Figure 1. Metal 2.
Cells faint in the background.
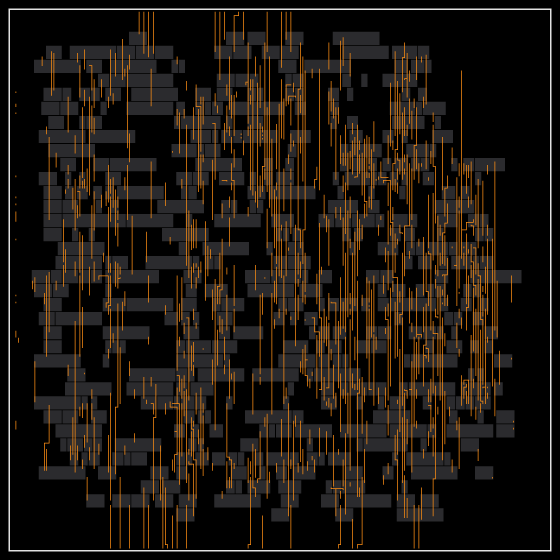
Figure 2. Met3 routing.
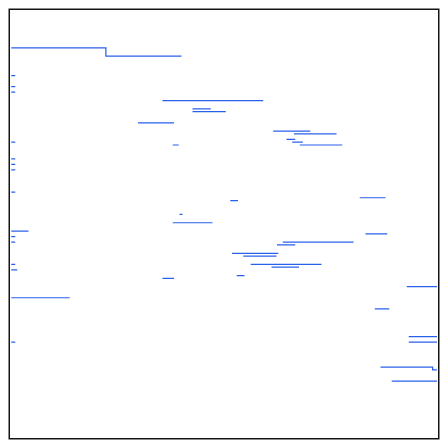
Figure 3. Track usage over the die.
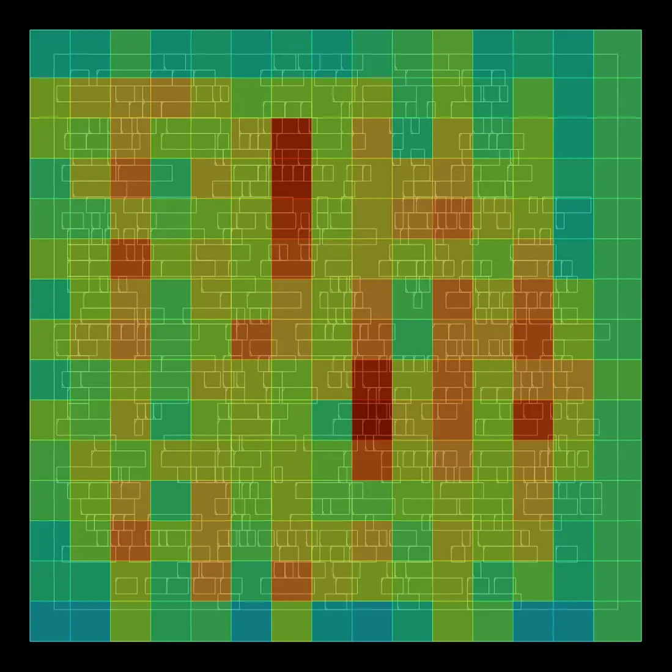
Figure 4. Signal metal coverage by tile.
The die is cut into 21 by 21 equal tiles; dark blue is low, red is high, scaled to the fullest tile. Values are wire area over tile area, all layers added.
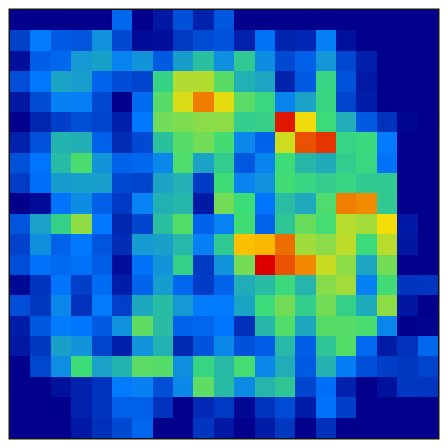
**config.mk**
```make
export PLATFORM = sky130hd
export DESIGN_NAME = static_gen
export DESIGN_NICKNAME = d
export VERILOG_FILES = /design/src/rtl/static_pkg.sv /design/src/rtl/static_gen.sv
export SDC_FILE = /design/constraint.sdc
export NUM_CORES = 1
export LEC_CHECK = 0
export CAP_MARGIN = 20
export CELL_PAD_IN_SITES_DETAIL_PLACEMENT = 0
export CELL_PAD_IN_SITES_GLOBAL_PLACEMENT = 1
export CORE_MARGIN = 4
export CORE_UTILIZATION = 40
export CTS_CLUSTER_SIZE = 12
export DETAILED_ROUTE_END_ITERATION = 8
export PLACE_DENSITY_LB_ADDON = 0.1
export RECOVER_POWER = 25
export SETUP_SLACK_MARGIN = 0.5
export SLEW_MARGIN = 40
export SYNTH_ARGS = -nofsm -noshare
export SYNTH_HDL_FRONTEND = slang
export SYNTH_SLANG_ARGS = --single-unit
```
**constraint.sdc**
```tcl
create_clock -name clk -period 11.7 [get_ports clk]
set_input_delay 2.34 -clock clk [delete_from_list [all_inputs] [get_ports clk]]
set_output_delay 2.34 -clock clk [all_outputs]
set_load 0.03 [all_outputs]
```
**src/rtl/static_pkg.sv**
```systemverilog
// Shared types and helpers for the static pattern generator and its receive-side counter.
package static_pkg;

    typedef enum logic {
        S_IDLE = 1'b0,
        S_SEND = 1'b1
    } state_e;

    function automatic int byte_cnt(input int ws);
        return ws / 8;
    endfunction

    function automatic int cnt_w(input int ws);
        return $clog2(ws + 1);
    endfunction

    function automatic logic [3:0] bit_count(input logic [7:0] b);
        logic [3:0] c;
        c = '0;
        for (int i = 0; i < 8; i++) c = c + {3'b000, b[i]};
        return c;
    endfunction

    // Rotate left: the top byte of {b,b}<<r is (b<<r)|(b>>(8-r)).
    function automatic logic [7:0] rotl8(input logic [7:0] b, input logic [2:0] r);
        logic [15:0] t;
        t = {b, b} << r;
        return t[15:8];
    endfunction

endpackage

```
**src/rtl/static_gen.sv**
```systemverilog
// Emits a WORD_SIZE-bit word as a byte stream holding a programmable number of 1 bits,
// packed low-first per byte and optionally rotated by byte index.
module static_gen
    import static_pkg::*;
#(
    parameter  int WORD_SIZE = 256,
    localparam int BYTE_CNT  = byte_cnt(WORD_SIZE),
    localparam int CNT_W     = cnt_w(WORD_SIZE)
) (
    input  logic             clk,
    input  logic             rst,
    input  logic             start,
    input  logic [CNT_W-1:0] ones_target,
    input  logic             scramble,
    input  logic             cont,
    output logic             out_valid,
    input  logic             out_ready,
    output logic [7:0]       out_data,
    output logic             out_last,
    output logic             busy,
    output logic             done,
    output logic [CNT_W-1:0] sent_ones,
    output logic [15:0]      word_cnt
);

    localparam int               KW     = (BYTE_CNT > 1) ? $clog2(BYTE_CNT) : 1;
    localparam logic [KW-1:0]    K_LAST = KW'(BYTE_CNT - 1);
    localparam logic [CNT_W-1:0] WS_C   = CNT_W'(WORD_SIZE);
    localparam logic [CNT_W-1:0] EIGHT  = CNT_W'(8);

    state_e           state_q, state_d;
    logic [CNT_W-1:0] rem_q, rem_d;
    logic             scr_q, scr_d;
    logic [KW-1:0]    k_q, k_d;
    logic [CNT_W-1:0] sent_q, sent_d;
    logic [15:0]      wcnt_q, wcnt_d;
    logic             valid_q, valid_d;
    logic [7:0]       data_q, data_d;
    logic             last_q, last_d;
    logic             done_q, done_d;
    logic             busy_q;

    logic             xfer;
    logic             load;
    logic [CNT_W-1:0] step;

    function automatic logic [7:0] pat(input logic [CNT_W-1:0] r, input logic [KW-1:0] k,
                                       input logic s);
        logic [3:0] n;
        logic [7:0] base;
        n    = (r >= EIGHT) ? 4'd8 : 4'(r);
        base = 8'hFF >> (4'd8 - n);
        return s ? rotl8(base, 3'(k)) : base;
    endfunction

    assign xfer = valid_q && out_ready;
    assign step = (rem_q >= EIGHT) ? EIGHT : rem_q;

    always_comb begin
        state_d = state_q;
        rem_d   = rem_q;
        scr_d   = scr_q;
        k_d     = k_q;
        sent_d  = sent_q;
        wcnt_d  = wcnt_q;
        valid_d = valid_q;
        data_d  = data_q;
        last_d  = last_q;
        done_d  = 1'b0;
        load    = 1'b0;

        case (state_q)
            S_IDLE: begin
                if (start) begin
                    state_d = S_SEND;
                    load    = 1'b1;
                end
            end
            S_SEND: begin
                if (xfer) begin
                    sent_d = sent_q + CNT_W'(bit_count(data_q));
                    if (last_q) begin
                        done_d = 1'b1;
                        wcnt_d = wcnt_q + 16'd1;
                        if (cont) begin
                            load = 1'b1;
                        end else begin
                            state_d = S_IDLE;
                            valid_d = 1'b0;
                            last_d  = 1'b0;
                        end
                    end else begin
                        rem_d  = rem_q - step;
                        k_d    = k_q + KW'(1);
                        data_d = pat(rem_d, k_d, scr_q);
                        last_d = (k_d == K_LAST);
                    end
                end
            end
            default: state_d = S_IDLE;
        endcase

        // A fresh word: either an accepted start or a back-to-back reload.
        if (load) begin
            rem_d   = (ones_target > WS_C) ? WS_C : ones_target;
            scr_d   = scramble;
            k_d     = '0;
            sent_d  = '0;
            valid_d = 1'b1;
            data_d  = pat(rem_d, '0, scr_d);
            last_d  = (BYTE_CNT == 1);
        end
    end

    always_ff @(posedge clk or posedge rst) begin
        if (rst) begin
            state_q <= S_IDLE;
            rem_q   <= '0;
            scr_q   <= 1'b0;
            k_q     <= '0;
            sent_q  <= '0;
            wcnt_q  <= '0;
            valid_q <= 1'b0;
            data_q  <= '0;
            last_q  <= 1'b0;
            done_q  <= 1'b0;
            busy_q  <= 1'b0;
        end else begin
            state_q <= state_d;
            rem_q   <= rem_d;
            scr_q   <= scr_d;
            k_q     <= k_d;
            sent_q  <= sent_d;
            wcnt_q  <= wcnt_d;
            valid_q <= valid_d;
            data_q  <= data_d;
            last_q  <= last_d;
            done_q  <= done_d;
            busy_q  <= (state_d == S_SEND);
        end
    end

    assign out_valid = valid_q;
    assign out_data  = data_q;
    assign out_last  = last_q;
    assign busy      = busy_q;
    assign done      = done_q;
    assign sent_ones = sent_q;
    assign word_cnt  = wcnt_q;

endmodule

```
==> impl_metrics.toml <==
# yosys + openroad results
[grt]
antenna_found_initial = 0
grt_max_degree = 53
overflow = 0
grt_pass1_wl_um = 16300
grt_pass1_vias = 3226

[routing]
via_per_inst = 5.61
ant_nets = 0
first_pass_iters = 4
drt_iter0_markers = 200
drcViolationCount = 0

[synth]
syn_nets = 468
ys_chip_area_um2 = 3750
ys.warnings.count = 0
netlist_top_cells_count = "55 x nand2_1, 52 x dfrtp_1, 37 x o21ai_0, 32 x nor2_1, 22 x a21oi_1"
logic_family = "simple AND/OR/NAND/NOR gates"
xor_area_share_pct = 5.84
largest_area_cell = "dfrtp_1"
ys_types = 68
synthCells = 433
ys.flops = 52
synthSimpleGateAreaFrac_pct = 22.9
synthTopCellsByArea = "dfrtp_1 35%, nand2_1 5.5%, ha_1 5.0%"
yosysCellCount = 433
ys_seq_share_pct = 34.7
synth.top_cell.area_share_pct = 34.7
edf_count = 0
ys_sh_mux_pct = 0.868
synth.avg_cell_area_um2 = 8.65
adder_share_pct = 7.68

[layout]
diodes = 0
inverters = 23
final_nets = 515
regArea_um2 = 1300
buf_share_pct = 11.9
n_clock_buffer = 7
final-clk-cell-share_pct = 2.84
sh_seq_area_pct = 29.2
largest_reg_flops = 16
nNonClkBuffers = 54
comb_area_share_pct = 51.0
final.fill_count = 948
nMultiInputCombCells = 344
drive_above_1_share_pct = 6.65
ff_count = 52
logic_area_um2 = 2270
finish.utilization_pct = 48.4
dominant-cell-class = "logic gates"

[worst_hold_path]
holdPathStages = 1
min_to = "word_cnt[15]"
min-delay-start = "word_cnt[15]"
min_path_type = "reg -> reg"

[die]
placementRows = 35
die_x_um = 105
core_um2 = 9200
ios = 52
tap_cells = 111
floorplan.core_util_pct = 40.7
dieHeight_um = 105

[cts]
post_cts_buffers = 0
cts_buffer_depth = 2
hold_buffers = 0
clkTransAtPathRegs_ps = 100
clk_latency_ps = 310
cts_resized = 0
cts_tree = "yes"
h-tree-depth = 2
root_buffer = "clkbuf_8"

[placed_design]
gp_congestion = 0.821
port_buffers = 51
dp_hpwl_um = 7240
place_inst = 584

[power]
p_leak_uw = 0.00184
powerComb_uw = 615
netSwitchingFraction_pct = 46.8
p_seq_uw = 288
p_switching_uw = 487
p_clk_share_pct = 13.3
seqPwrFrac_pct = 27.6
power_uw = 1040
pwr-share-comb_pct = 59.1
peakVddDrop_uv = 79.0
p_clk_uw = 138
power-top-group = "combinational logic"
power_density_nw_per_um2 = 234
p_int_uw = 553

[setup_path]
r2r-end = "out_data[7]"
worstReg2RegStart = "rem_q[6]"
critical_path_class = "in -> async"
worstSetupEndpointType = "async pin"
regToRegSetupSlack_ps = 7210
required_ps = 11500
start_kind = "primary input"
reg2reg_depth = 14
cp_max_fo = 52
cp.arrival_ps = 4990

[run_status]
failed_checks = "capacitance limit, slew limit"
status = "complete, but fails checks"

[sta]
rsz0062_at_grt = "no"
min_period_ps = 5180
finalSetupViolCount = 0
tightest_slew_ps = 2880
finalMaxSlewViolations = 53
finalClockPeriodUsage_pct = 44.3
max_freq_ghz = 0.193
timing.max_slew.rel_slack_pct = -92.1
skew_ps = 6.64
hold_viol_final = 0

[run]
cap_violations = 1
tool_warnings = 29
Notes on Figure 1 above:
The layer holds 47% of the routed length. 433 nets have wire on it.
met2 Use GR: 28.1%
routed via count: 3322
DRT Wirelength: 9730 um

Notes on Figure 2 above:
The longest straight run is 24.4 um. The wires run mostly horizontal.

Notes on Figure 3 above:
overall routing resource usage: 17.8%
DR WL/cell: 16.4 um
M1 GR Usage: 26.0%
GRT Max-Usage Layer: met2

Notes on Figure 4 above:
15% of the tiles are over half the peak. The fullest tile reaches 0.52. 17% of the tiles are nearly empty.

[metal layers]
layer  up-vias  global-route usage [%]  wire length, um
met5         -                       0                0
met3         8                    2.35              288
met1      1591                    26.0             4780
met2        65                    28.1             4560
li1       1658                       -                -
met4         0                    3.84               95
[layout by cell type, fill, tap and decap left out, types with 3 or more instances in the layout]
cell type        instances
nand2_1                 55
dfrtp_1                 52
clkdlybuf4s50_1         50
o21ai_0                 37
nor2_1                  32
a21oi_1                 22
inv_1                   20
nor3_1                  19
nand3_1                 17
ha_1                    15
xnor2_1                 13
xor2_1                  11
nor2b_1                  7
nand4_1                  7
o22ai_1                  7
clkbuf_8                 7
nand2b_1                 6
o21ai_1                  6
a211oi_1                 6
or3_1                    5
o211ai_1                 5
fa_1                     5
and3_1                   4
a31oi_1                  4
o21a_1                   4
a21o_1                   3
nor4_1                   3
clkinv_1                 3
o221ai_1                 3
or4_1                    3
o22a_1                   3
[worst max-delay path, stage by stage]
cell and delay, ps:
dlygate4sd3_1 540, clkinv_1 40, clkbuf_1 2020
[per-stage QoR]
| stage | worst slack (ps) | hold slack [ps] | area, um2 |
|---|---|---|---|
| 3_5_place_dp | 6630 | 473 | 4320 |
| 3_3_place_gp | 6730 | 461 | 4310 |
| 6_report | 6520 | 484 | 4450 |
| 2_1_floorplan | 7340 | 487 | 3750 |
| 5_1_grt | 5910 | 514 | 4450 |
| 4_1_cts | 6960 | 487 | 4450 |
[worst max-delay path by stage]
stage | startpoint | end | slack [ps]
2_1_floorplan | ones_target[4] | out_data[6] | 7340
3_3_place_gp | ones_target[4] | out_data[5] | 6730
3_5_place_dp | ones_target[5] | out_data[5] | 6630
4_1_cts | ones_target[5] | out_data[6] | 6960
5_1_grt | rst | k_q[1] | 5910
6_report | rst | k_q[4] | 6520
Power is estimated from default activity; no workload was simulated.
